--- src/rtl/uart_apb_pkg.sv ---
// Shared definitions for the UART-facing APB requester:
// FSM encoding, timeout default and UART register map.
package uart_apb_pkg;

  typedef enum logic [1:0] {
    ST_IDLE   = 2'd0,
    ST_SETUP  = 2'd1,
    ST_ACCESS = 2'd2,
    ST_RESP   = 2'd3
  } apb_state_e;

  localparam int DEFAULT_TIMEOUT = 64;
  localparam int TIMER_W         = 8;

  localparam logic [31:0] UART_TX_DATA_ADDR = 32'h0000_0000;
  localparam logic [31:0] UART_RX_DATA_ADDR = 32'h0000_0004;

endpackage

--- src/rtl/apb_wait_timer.sv ---
// Counts ACCESS wait cycles; expired flags the last permitted wait cycle.
module apb_wait_timer
  import uart_apb_pkg::*;
#(
  parameter int TIMEOUT = DEFAULT_TIMEOUT
) (
  input  logic PCLK,
  input  logic PRESETn,
  input  logic clear,
  input  logic enable,
  output logic expired
);

  logic [TIMER_W-1:0] count_q;
  logic [TIMER_W-1:0] count_d;

  assign expired = (count_q == TIMER_W'(TIMEOUT - 1));

  always_comb begin
    count_d = count_q;
    if (clear) begin
      count_d = '0;
    end else if (enable && !expired) begin
      count_d = count_q + 1'b1;
    end
  end

  always_ff @(posedge PCLK or negedge PRESETn) begin
    if (!PRESETn) begin
      count_q <= '0;
    end else begin
      count_q <= count_d;
    end
  end

endmodule

--- src/rtl/uart_apb_master.sv ---
// Single-outstanding APB requester driven by a valid/ready command port,
// with a bounded PREADY wait and a held response.
module uart_apb_master
  import uart_apb_pkg::*;
#(
  parameter int ADDR_W  = 32,
  parameter int DATA_W  = 32,
  parameter int TIMEOUT = DEFAULT_TIMEOUT
) (
  input  logic              PCLK,
  input  logic              PRESETn,
  input  logic              cmd_valid,
  output logic              cmd_ready,
  input  logic              cmd_write,
  input  logic [ADDR_W-1:0] cmd_addr,
  input  logic [DATA_W-1:0] cmd_wdata,
  output logic              rsp_valid,
  input  logic              rsp_ready,
  output logic [DATA_W-1:0] rsp_rdata,
  output logic              rsp_error,
  output logic [ADDR_W-1:0] PADDR,
  output logic [DATA_W-1:0] PWDATA,
  output logic              PWRITE,
  output logic              PSELx,
  output logic              PENABLE,
  input  logic [DATA_W-1:0] PRDATA,
  input  logic              PREADY
);

  apb_state_e        state_q, state_d;
  logic              launch_q, launch_d;
  logic              cmd_ready_q, cmd_ready_d;
  logic [ADDR_W-1:0] paddr_q, paddr_d;
  logic [DATA_W-1:0] pwdata_q, pwdata_d;
  logic              pwrite_q, pwrite_d;
  logic              psel_q, psel_d;
  logic              penable_q, penable_d;
  logic              rsp_valid_q, rsp_valid_d;
  logic [DATA_W-1:0] rsp_rdata_q, rsp_rdata_d;
  logic              rsp_error_q, rsp_error_d;

  logic timer_clear;
  logic timer_enable;
  logic timer_expired;

  apb_wait_timer #(
    .TIMEOUT (TIMEOUT)
  ) u_wait_timer (
    .PCLK    (PCLK),
    .PRESETn (PRESETn),
    .clear   (timer_clear),
    .enable  (timer_enable),
    .expired (timer_expired)
  );

  always_comb begin
    state_d      = state_q;
    launch_d     = launch_q;
    paddr_d      = paddr_q;
    pwdata_d     = pwdata_q;
    pwrite_d     = pwrite_q;
    psel_d       = psel_q;
    penable_d    = penable_q;
    rsp_valid_d  = rsp_valid_q;
    rsp_rdata_d  = rsp_rdata_q;
    rsp_error_d  = rsp_error_q;
    timer_clear  = 1'b0;
    timer_enable = 1'b0;

    unique case (state_q)
      ST_IDLE: begin
        // Accepted command spends one cycle latched in IDLE before SETUP.
        if (launch_q) begin
          launch_d = 1'b0;
          psel_d   = 1'b1;
          state_d  = ST_SETUP;
        end else if (cmd_valid && cmd_ready_q) begin
          paddr_d  = cmd_addr;
          pwdata_d = cmd_wdata;
          pwrite_d = cmd_write;
          launch_d = 1'b1;
        end
      end
      ST_SETUP: begin
        penable_d   = 1'b1;
        timer_clear = 1'b1;
        state_d     = ST_ACCESS;
      end
      ST_ACCESS: begin
        timer_enable = !PREADY;
        if (PREADY) begin
          psel_d      = 1'b0;
          penable_d   = 1'b0;
          rsp_valid_d = 1'b1;
          rsp_error_d = 1'b0;
          rsp_rdata_d = pwrite_q ? '0 : PRDATA;
          state_d     = ST_RESP;
        end else if (timer_expired) begin
          psel_d      = 1'b0;
          penable_d   = 1'b0;
          rsp_valid_d = 1'b1;
          rsp_error_d = 1'b1;
          rsp_rdata_d = '0;
          state_d     = ST_RESP;
        end
      end
      ST_RESP: begin
        if (rsp_ready) begin
          rsp_valid_d = 1'b0;
          state_d     = ST_IDLE;
        end
      end
      default: state_d = ST_IDLE;
    endcase

    cmd_ready_d = (state_d == ST_IDLE) && !launch_d;
  end

  always_ff @(posedge PCLK or negedge PRESETn) begin
    if (!PRESETn) begin
      state_q     <= ST_IDLE;
      launch_q    <= 1'b0;
      cmd_ready_q <= 1'b0;
      paddr_q     <= '0;
      pwdata_q    <= '0;
      pwrite_q    <= 1'b0;
      psel_q      <= 1'b0;
      penable_q   <= 1'b0;
      rsp_valid_q <= 1'b0;
      rsp_rdata_q <= '0;
      rsp_error_q <= 1'b0;
    end else begin
      state_q     <= state_d;
      launch_q    <= launch_d;
      cmd_ready_q <= cmd_ready_d;
      paddr_q     <= paddr_d;
      pwdata_q    <= pwdata_d;
      pwrite_q    <= pwrite_d;
      psel_q      <= psel_d;
      penable_q   <= penable_d;
      rsp_valid_q <= rsp_valid_d;
      rsp_rdata_q <= rsp_rdata_d;
      rsp_error_q <= rsp_error_d;
    end
  end

  assign cmd_ready = cmd_ready_q;
  assign PADDR     = paddr_q;
  assign PWDATA    = pwdata_q;
  assign PWRITE    = pwrite_q;
  assign PSELx     = psel_q;
  assign PENABLE   = penable_q;
  assign rsp_valid = rsp_valid_q;
  assign rsp_rdata = rsp_rdata_q;
  assign rsp_error = rsp_error_q;

endmodule

--- config.mk ---
export PLATFORM = sky130hd
export DESIGN_NAME = uart_apb_master
export DESIGN_NICKNAME = d
export VERILOG_FILES = /design/src/rtl/uart_apb_pkg.sv /design/src/rtl/apb_wait_timer.sv /design/src/rtl/uart_apb_master.sv
export SDC_FILE = /design/constraint.sdc
export NUM_CORES = 1
export LEC_CHECK = 0
export ABC_CLOCK_PERIOD_IN_PS = 3000
export CORE_MARGIN = 3
export CORE_UTILIZATION = 30
export CTS_BUF_LIST = sky130_fd_sc_hd__clkbuf_4 sky130_fd_sc_hd__clkbuf_8
export DETAILED_ROUTE_END_ITERATION = 12
export GPL_ROUTABILITY_DRIVEN = 0
export HOLD_SLACK_MARGIN = 0.12
export SYNTH_ARGS = -nofsm -noshare
export SYNTH_HDL_FRONTEND = slang
export SYNTH_SLANG_ARGS = --single-unit
--- constraint.sdc ---
create_clock -name PCLK -period 3 [get_ports PCLK]
set_clock_uncertainty 0.05 [all_clocks]
set_input_delay 0.3 -clock PCLK [delete_from_list [all_inputs] [get_ports PCLK]]
set_output_delay 0.3 -clock PCLK [all_outputs]
set_load 0.01 [all_outputs]
Fig. 1: register map, names as in the netlist
The bar under the picture is 50 µm long. Other sequential cells in the stronger gray, the rest of the logic in the fainter gray.
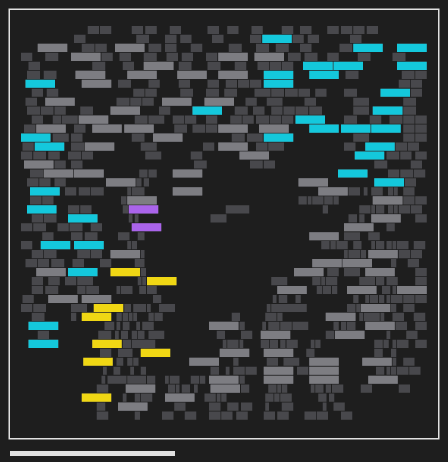
- yellow: `u_wait_timer.count_q` (sequential cells 8; where south-west)
- cyan: `PADDR` (sequential cells 32)
- purple: `state_q` (sequential cells 2)
- not colored: 71

Fig. 2: track usage over the die
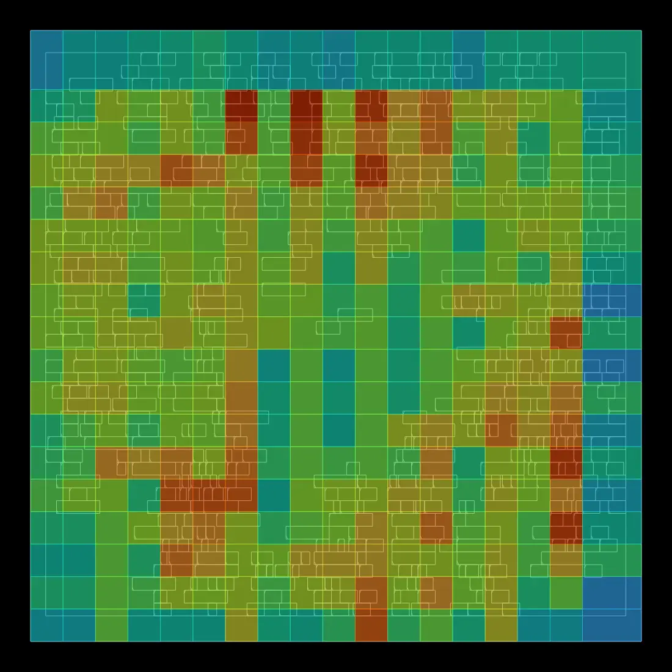
GR Layer Usage met2: 0.239
global routing's busiest layer: met2
grt met1 use: 0.165
met3 track demand over resource: 0.0626

==> results.txt <==
Results of the implementation run.

The buffer cell driving the clock tree root is sky130_fd_sc_hd__clkbuf_8. The number of antenna violations at the first check in global routing is 0. The count of TritonRoute iterations in the first routing pass is 4. The share of synthesized area in the top cell type comes to 0.615. The area of combinational cells with multiple inputs is 1620 µm². The portion of netlist area occupied by mux cells came out at 0.173. The synthesized-area fraction occupied by xor and xnor cells came out at 0. The overflow left after global routing is 0.

Total global-route track usage over all layers is 0.146. The synthesized-area fraction occupied by ao, oa, aoi and oai cells came out at 0.109. The die is 130 µm wide. According to the timing report, the critical path is captured at u_wait_timer.count_q[5]$_DFFE_PN0P_. Listed in order, past its start point the critical path passes ha_1, and3_1, a211oi_4, mux2_2, o21ai_0. STA classifies the critical path startpoint as a register. Looking at the cell usage after synthesis, the top flip-flop cell is sky130_fd_sc_hd__dfrtp_1.

The power per standard cell area came out at ~970 nW/µm². The static power due to leakage is around 3.1 nW. The final net count is 665. The cell internal power dissipation came out at 0.00479 W. The flow ran to the end, and the final reports show no timing, DRC or antenna violations.

The count of warning messages emitted by the tools is 26. The cell count after synthesis is around 360. Tracing the worst setup path back leads to its startpoint at u_wait_timer.count_q[0]$_DFFE_PN0P_.

The part of the total power dissipated in the clock network came out at 0.201. The area share of and/or/nand/nor cells after synthesis is 0.0650. The insertion delay at the late pin of the worst-skew pair is 0.42 ns. The post-synthesis instance area came out at 4600 µm². The first global-routing pass estimated 19100 µm of wire. The share of cells above drive strength 1 is 0.194.

Per the detailed-route log, wirelength across all metal layers totals around 12000 µm. The synthesis stat section lists a flop and latch total of 113. The region available for standard cell placement spans 14800 µm². The adder-cell area share of the yosys netlist is 0.00272. In this run, distinct cell masters in the synthesized netlist total 27. In the hold report, the worst path ends at rsp_rdata[22]$_DFFE_PN0P_.

The portion of the post-synthesis area used by sequential elements is 0.615. Setup repair after global routing left no endpoint under its margin.
Fig. 3: gate families picked out
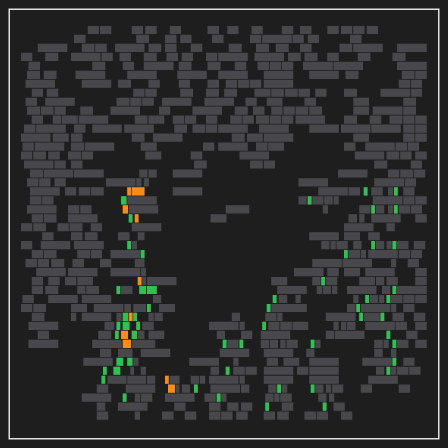
- orange: nor cells (cells 10; most used nor2_1)
- green: nand cells (cells 53; most used nand2_1)

[state kept, by name, indices dropped and copies added (netlist names)]
signal,cells
PADDR,32
PENABLE,1
PSELx,1
PWDATA,32
PWRITE,1
cmd_ready,1
launch_q,1
rsp_error,1
rsp_rdata,32
rsp_valid,1
state_q,2
u_wait_timer.count_q,8
[logic make-up after synthesis]
group | count (synthesis)
compound gates | 78
fa+ha+maj | 1
flops | 113
simple gates | 67
mux | 71
buf+inv | 29
[per-layer routing]
| metal | track usage | up-vias | part of all wire |
|---|---|---|---|
| met5 | 0 | - | 0 |
| met3 | 0.0626 | 22 | 0.091 |
| met2 | 0.239 | 144 | 0.49 |
| met1 | 0.165 | 1783 | 0.39 |
| li1 | - | 1690 | - |
| met4 | 0.0685 | 0 | 0.025 |
[area by class of cell]
type / count / area share
clock inverter: 4 / 0.00662
tap: 184 / 0.0321
sequential: 113 / 0.394
timing repair buffer: 210 / 0.292
multi-input combinational: 217 / 0.226
inverter: 3 / 0.00157
clock buffer: 26 / 0.0481
[per-stage QoR]
stage                     setup slack, ns   util  total power, W  instance area (µm²)
after CTS                           0.972  0.487         0.00712                 7180
final                               0.964  0.487         0.00699                 7180
after floorplan                      1.30      -         0.00389                 4600
after detailed placement            0.952  0.460         0.00566                 6780
after global placement               1.01  0.460         0.00557                 6780
after global routing                0.854  0.487         0.00748                 7180
[cell usage in the layout, fill, tap and decap left out, drive strengths merged, types with 4 or more instances in the layout]
cell type / count
clkbuf: 26
clkdlybuf4s50: 202
nand2: 44
o21ai: 41
o31ai: 32
nor2: 8
buf: 7
mux2i: 4
dfrtp: 113
nand3: 4
mux2: 67
[what timing repair did]
item / CTS / global route
gates resized: 0 / 0
hold endpoints to repair: 48 / 0
hold buffers: 1 / 0
endpoints found under the setup margin: 0 / 0
Power figures rest on the tool's default switching activity, not on a simulated workload.
